### src/rtl/hazard_ctrl.sv
// ---------------------------------------------------------------------------
// hazard_ctrl
//   Hazard unit for a five-stage in-order pipeline (IF/ID/EX/MEM/WB).
//   It keeps a small shadow of the destination information held by the EX
//   and MEM stages. From that shadow it produces registered EX operand
//   forwarding selects, the load-use stall/bubble, and the branch flush
//   controls. It also counts stall and flush events.
//
// Ports
//   i_clk            clock, all state updates on the rising edge
//   i_reset          synchronous active-high reset
//   i_valid_id       ID stage holds a real instruction
//   i_rs1_addr_id    ID source register 1 address
//   i_rs2_addr_id    ID source register 2 address
//   i_rs1_used_id    ID instruction reads rs1
//   i_rs2_used_id    ID instruction reads rs2
//   i_rd_addr_id     ID destination register
//   i_rd_wren_id     ID instruction writes rd
//   i_is_load_id     ID instruction is a load
//   i_flush          taken branch/jump resolved in EX this cycle
//   i_hold           global freeze; every pipeline register holds
//   o_forward_a/b    EX operand select: 00 regfile, 01 MEM result, 10 WB data
//   o_stall          freeze PC and IF/ID
//   o_bubble_ex      load a NOP into ID/EX on this edge
//   o_flush_if_id    invalidate IF/ID on this edge
//   o_stall_cnt      saturating count of stall cycles
//   o_flush_cnt      saturating count of flush cycles
// ---------------------------------------------------------------------------
module hazard_ctrl #(
    parameter int CNT_W = 32
) (
    input  logic             i_clk,
    input  logic             i_reset,
    input  logic             i_valid_id,
    input  logic [4:0]       i_rs1_addr_id,
    input  logic [4:0]       i_rs2_addr_id,
    input  logic             i_rs1_used_id,
    input  logic             i_rs2_used_id,
    input  logic [4:0]       i_rd_addr_id,
    input  logic             i_rd_wren_id,
    input  logic             i_is_load_id,
    input  logic             i_flush,
    input  logic             i_hold,
    output logic [1:0]       o_forward_a,
    output logic [1:0]       o_forward_b,
    output logic             o_stall,
    output logic             o_bubble_ex,
    output logic             o_flush_if_id,
    output logic [CNT_W-1:0] o_stall_cnt,
    output logic [CNT_W-1:0] o_flush_cnt
);

    typedef enum logic [0:0] {
        IDLE    = 1'b0,
        LDSTALL = 1'b1
    } state_t;

    localparam logic [1:0] FWD_RF  = 2'b00;
    localparam logic [1:0] FWD_MEM = 2'b01;
    localparam logic [1:0] FWD_WB  = 2'b10;

    // Shadow of the instructions currently in EX and MEM.
    logic       ex_valid,  mem_valid;
    logic [4:0] ex_rd,     mem_rd;
    logic       ex_wren,   mem_wren;
    logic       ex_is_load, mem_is_load;

    state_t     state;

    logic       match_ex_a, match_ex_b, match_mem_a, match_mem_b;
    logic       load_use;
    logic       take_bubble;
    logic [1:0] next_fwd_a, next_fwd_b;

    // Register x0 is hard-wired to zero, so it never creates a dependency.
    function automatic logic src_match(
        input logic       used,
        input logic [4:0] src,
        input logic       st_valid,
        input logic       st_wren,
        input logic [4:0] st_rd
    );
        return used && st_valid && st_wren && (st_rd == src) && (src != 5'd0);
    endfunction

    // NOTE: every signal assigned in always_comb gets a value on every path
    // (defaults first), otherwise synthesis infers a latch.
    always_comb begin
        match_ex_a  = src_match(i_rs1_used_id, i_rs1_addr_id, ex_valid,  ex_wren,  ex_rd);
        match_ex_b  = src_match(i_rs2_used_id, i_rs2_addr_id, ex_valid,  ex_wren,  ex_rd);
        match_mem_a = src_match(i_rs1_used_id, i_rs1_addr_id, mem_valid, mem_wren, mem_rd);
        match_mem_b = src_match(i_rs2_used_id, i_rs2_addr_id, mem_valid, mem_wren, mem_rd);

        // A load in EX has no data yet, so a dependent instruction in ID
        // must wait one cycle and then pick the value up from WB. The FSM
        // gate limits this to a single stall per load.
        load_use = i_valid_id && ex_valid && ex_is_load
                   && (match_ex_a || match_ex_b) && (state == IDLE);

        // Bubble into EX on either a load-use or a flush (wrong-path op in ID).
        take_bubble = load_use || i_flush;

        // The nearer producer (EX, about to be in MEM) holds the newest value.
        next_fwd_a = FWD_RF;
        if (match_ex_a)       next_fwd_a = FWD_MEM;
        else if (match_mem_a) next_fwd_a = FWD_WB;

        next_fwd_b = FWD_RF;
        if (match_ex_b)       next_fwd_b = FWD_MEM;
        else if (match_mem_b) next_fwd_b = FWD_WB;

        // Flush beats stall; nothing moves while held or in reset.
        o_stall       = load_use && !i_flush && !i_hold && !i_reset;
        o_bubble_ex   = take_bubble && !i_hold && !i_reset;
        o_flush_if_id = i_flush && !i_hold && !i_reset;
    end

    // NOTE: sequential state is written with non-blocking assignments so that
    // every register samples the pre-edge values, like the real flops.
    always_ff @(posedge i_clk) begin
        if (i_reset) begin
            ex_valid    <= 1'b0;
            ex_rd       <= 5'd0;
            ex_wren     <= 1'b0;
            ex_is_load  <= 1'b0;
            mem_valid   <= 1'b0;
            mem_rd      <= 5'd0;
            mem_wren    <= 1'b0;
            mem_is_load <= 1'b0;
            state       <= IDLE;
            o_forward_a <= FWD_RF;
            o_forward_b <= FWD_RF;
            o_stall_cnt <= '0;
            o_flush_cnt <= '0;
        end else if (!i_hold) begin
            mem_valid   <= ex_valid;
            mem_rd      <= ex_rd;
            mem_wren    <= ex_wren;
            mem_is_load <= ex_is_load;

            if (take_bubble) begin
                ex_valid    <= 1'b0;
                ex_rd       <= 5'd0;
                ex_wren     <= 1'b0;
                ex_is_load  <= 1'b0;
                o_forward_a <= FWD_RF;
                o_forward_b <= FWD_RF;
            end else begin
                ex_valid    <= i_valid_id;
                ex_rd       <= i_rd_addr_id;
                ex_wren     <= i_rd_wren_id;
                ex_is_load  <= i_is_load_id;
                o_forward_a <= next_fwd_a;
                o_forward_b <= next_fwd_b;
            end

            case (state)
                IDLE:    state <= (load_use && !i_flush) ? LDSTALL : IDLE;
                LDSTALL: state <= IDLE;
                default: state <= IDLE;
            endcase

            if (o_stall && (o_stall_cnt != '1))
                o_stall_cnt <= o_stall_cnt + CNT_W'(1);
            if (i_flush && (o_flush_cnt != '1))
                o_flush_cnt <= o_flush_cnt + CNT_W'(1);
        end
    end

    // Forwarding a load result from MEM (select 01) is impossible by
    // construction: the load-use stall always inserts a bubble first.
    assert property (@(posedge i_clk) disable iff (i_reset)
        !(ex_valid && mem_valid && mem_is_load
          && (o_forward_a == FWD_MEM || o_forward_b == FWD_MEM)));

endmodule

### config.mk
export PLATFORM = sky130hd
export DESIGN_NAME = hazard_ctrl
export DESIGN_NICKNAME = d
export VERILOG_FILES = /design/src/rtl/hazard_ctrl.sv
export SDC_FILE = /design/constraint.sdc
export NUM_CORES = 1
export LEC_CHECK = 0
export ABC_AREA = 1
export CAP_MARGIN = 30
export CORE_MARGIN = 4
export CORE_UTILIZATION = 45
export CTS_CLUSTER_DIAMETER = 100
export DETAILED_ROUTE_END_ITERATION = 10
export GPL_TIMING_DRIVEN = 0
export PLACE_DENSITY_LB_ADDON = 0.05
export SYNTH_ARGS = -nofsm -noshare
export SYNTH_HDL_FRONTEND = slang
export SYNTH_SLANG_ARGS = --single-unit
### constraint.sdc
create_clock -name i_clk -period 1.7 [get_ports i_clk]
set_input_delay 0.17 -clock i_clk [delete_from_list [all_inputs] [get_ports i_clk]]
set_output_delay 0.17 -clock i_clk [all_outputs]
set_load 0.1 [all_outputs]
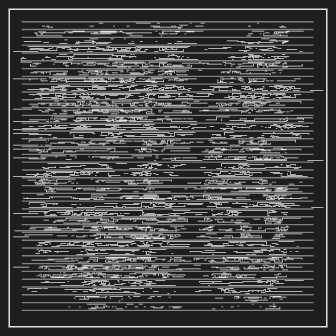
**Above:** metal 1.
Supply wires on this layer in grey.
nets with wire on the layer	858
share of all routed wire	40%
longest straight run	31.3 microns
main direction	horizontal
met1 global-route usage: 0.323
total length of routed wires: 17,200 microns
total number of vias: 5,771

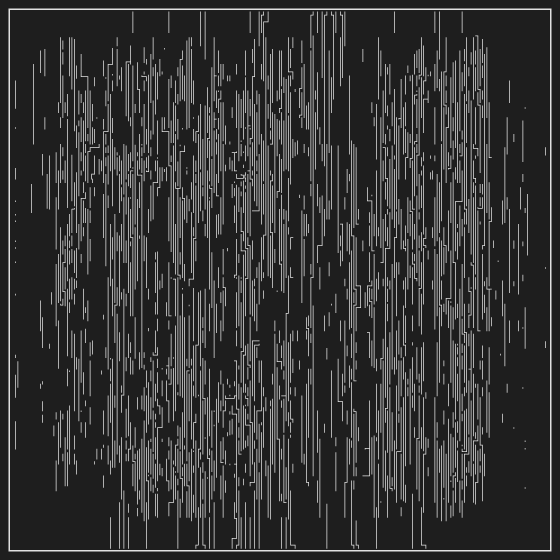
**Above:** signal wires on met2.
nets with wire on the layer	821
main direction	vertical
longest straight run	49.3 microns
share of all routed wire	51%
Global Route met2 Usage: 0.497

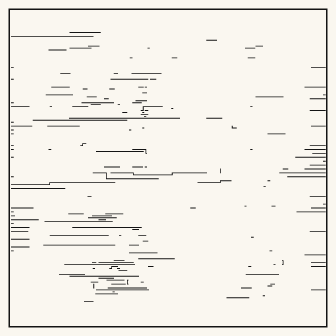
**Above:** met3 routing.
longest straight run	38.4 microns
wire length on this layer	981 microns
routing usage on met3: 0.0495

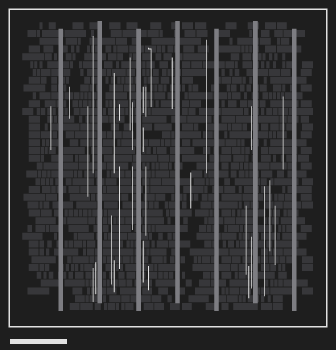
**Above:** M4 wires.
The bar under the picture is 20 microns long. Supply wires on this layer in grey. Cells faint in the background.
wire length on this layer	647 microns
nets with wire on the layer	30
share of all routed wire	3.8%
main direction	vertical

==> impl_results.html <==
<h3>Run summary</h3>
<table>
<tr><th>Metric</th><th>Value</th></tr>
<tr><th colspan="2">Die</th></tr>
<tr><td>Core Box Area</td><td>~10,000 sq um</td></tr>
<tr><td>Die height</td><td>110 microns</td></tr>
<tr><th colspan="2">Final timing</th></tr>
<tr><td>Worst slew slack as a fraction of its limit</td><td>0.435</td></tr>
<tr><td>Number of endpoints failing setup at the final stage</td><td>between 60 and 70</td></tr>
<tr><td>Worst setup slack after layout</td><td>-0.454 ns</td></tr>
<tr><td>RSZ-0062 raised after global routing</td><td>yes</td></tr>
<tr><th colspan="2">Cells and area</th></tr>
<tr><td>Most instantiated logic cell after routing</td><td>nand2_1</td></tr>
<tr><td>Most frequent cells in the layout</td><td>nand2_1, nor2_1, clkdlybuf4s15_2</td></tr>
<tr><td>Cell area after layout</td><td>8090 sq um</td></tr>
<tr><td>Number of inserted diodes</td><td>0</td></tr>
<tr><th colspan="2">Placed design</th></tr>
<tr><td>Port bufs</td><td>approximately 93</td></tr>
<tr><th colspan="2">Outcome</th></tr>
<tr><td>Violations in the final reports</td><td>setup timing</td></tr>
<tr><td>Outcome</td><td>complete, but fails checks</td></tr>
<tr><th colspan="2">Logic synthesis</th></tr>
<tr><td>Top cell types by occurrence after synthesis</td><td>nand2_1, nor2_1, dfxtp_1, a21oi_1, inv_1</td></tr>
<tr><th colspan="2">Global route</th></tr>
<tr><td>First-pass GRT wire length</td><td>26,800 microns</td></tr>
<tr><th colspan="2">Critical path</th></tr>
<tr><td>CP max stage delay</td><td>0.37 ns</td></tr>
<tr><td>Crit path max fanout</td><td>3</td></tr>
<tr><td>Endpoint required time on the critical path</td><td>1.53 ns</td></tr>
<tr><th colspan="2">Clock network</th></tr>
<tr><td>Clock latency on the worst-skew pair</td><td>between 0.3 and 0.4 ns</td></tr>
<tr><th colspan="2">Drt</th></tr>
<tr><td>DRC violation total after the first TritonRoute iteration</td><td>444</td></tr>
</table>
==> area by class of cell <==
type / instances / area (sq um)
Multi-Input combinational cell: 549 / 3480
Fill cell: 686 / 2140
Sequential cell: 84 / 1870
Timing Repair Buffer: 169 / 1860
Inverter: 73 / 289
Buffer: 23 / 229
Tap cell: 136 / 170
Clock buffer: 12 / 145
Clock inverter: 4 / 48.8
==> worst max path at each step <==
stage	startpoint	depth (start not counted)	endpoint
4_1_cts	ex_wren	10	o_bubble_ex
5_1_grt	ex_valid	9	o_bubble_ex
6_report	ex_valid	9	o_bubble_ex
3_3_place_gp	i_rs2_addr_id[1]	10	o_bubble_ex
2_1_floorplan	ex_rd[0]	8	o_bubble_ex
3_5_place_dp	i_rs2_addr_id[3]	11	o_bubble_ex
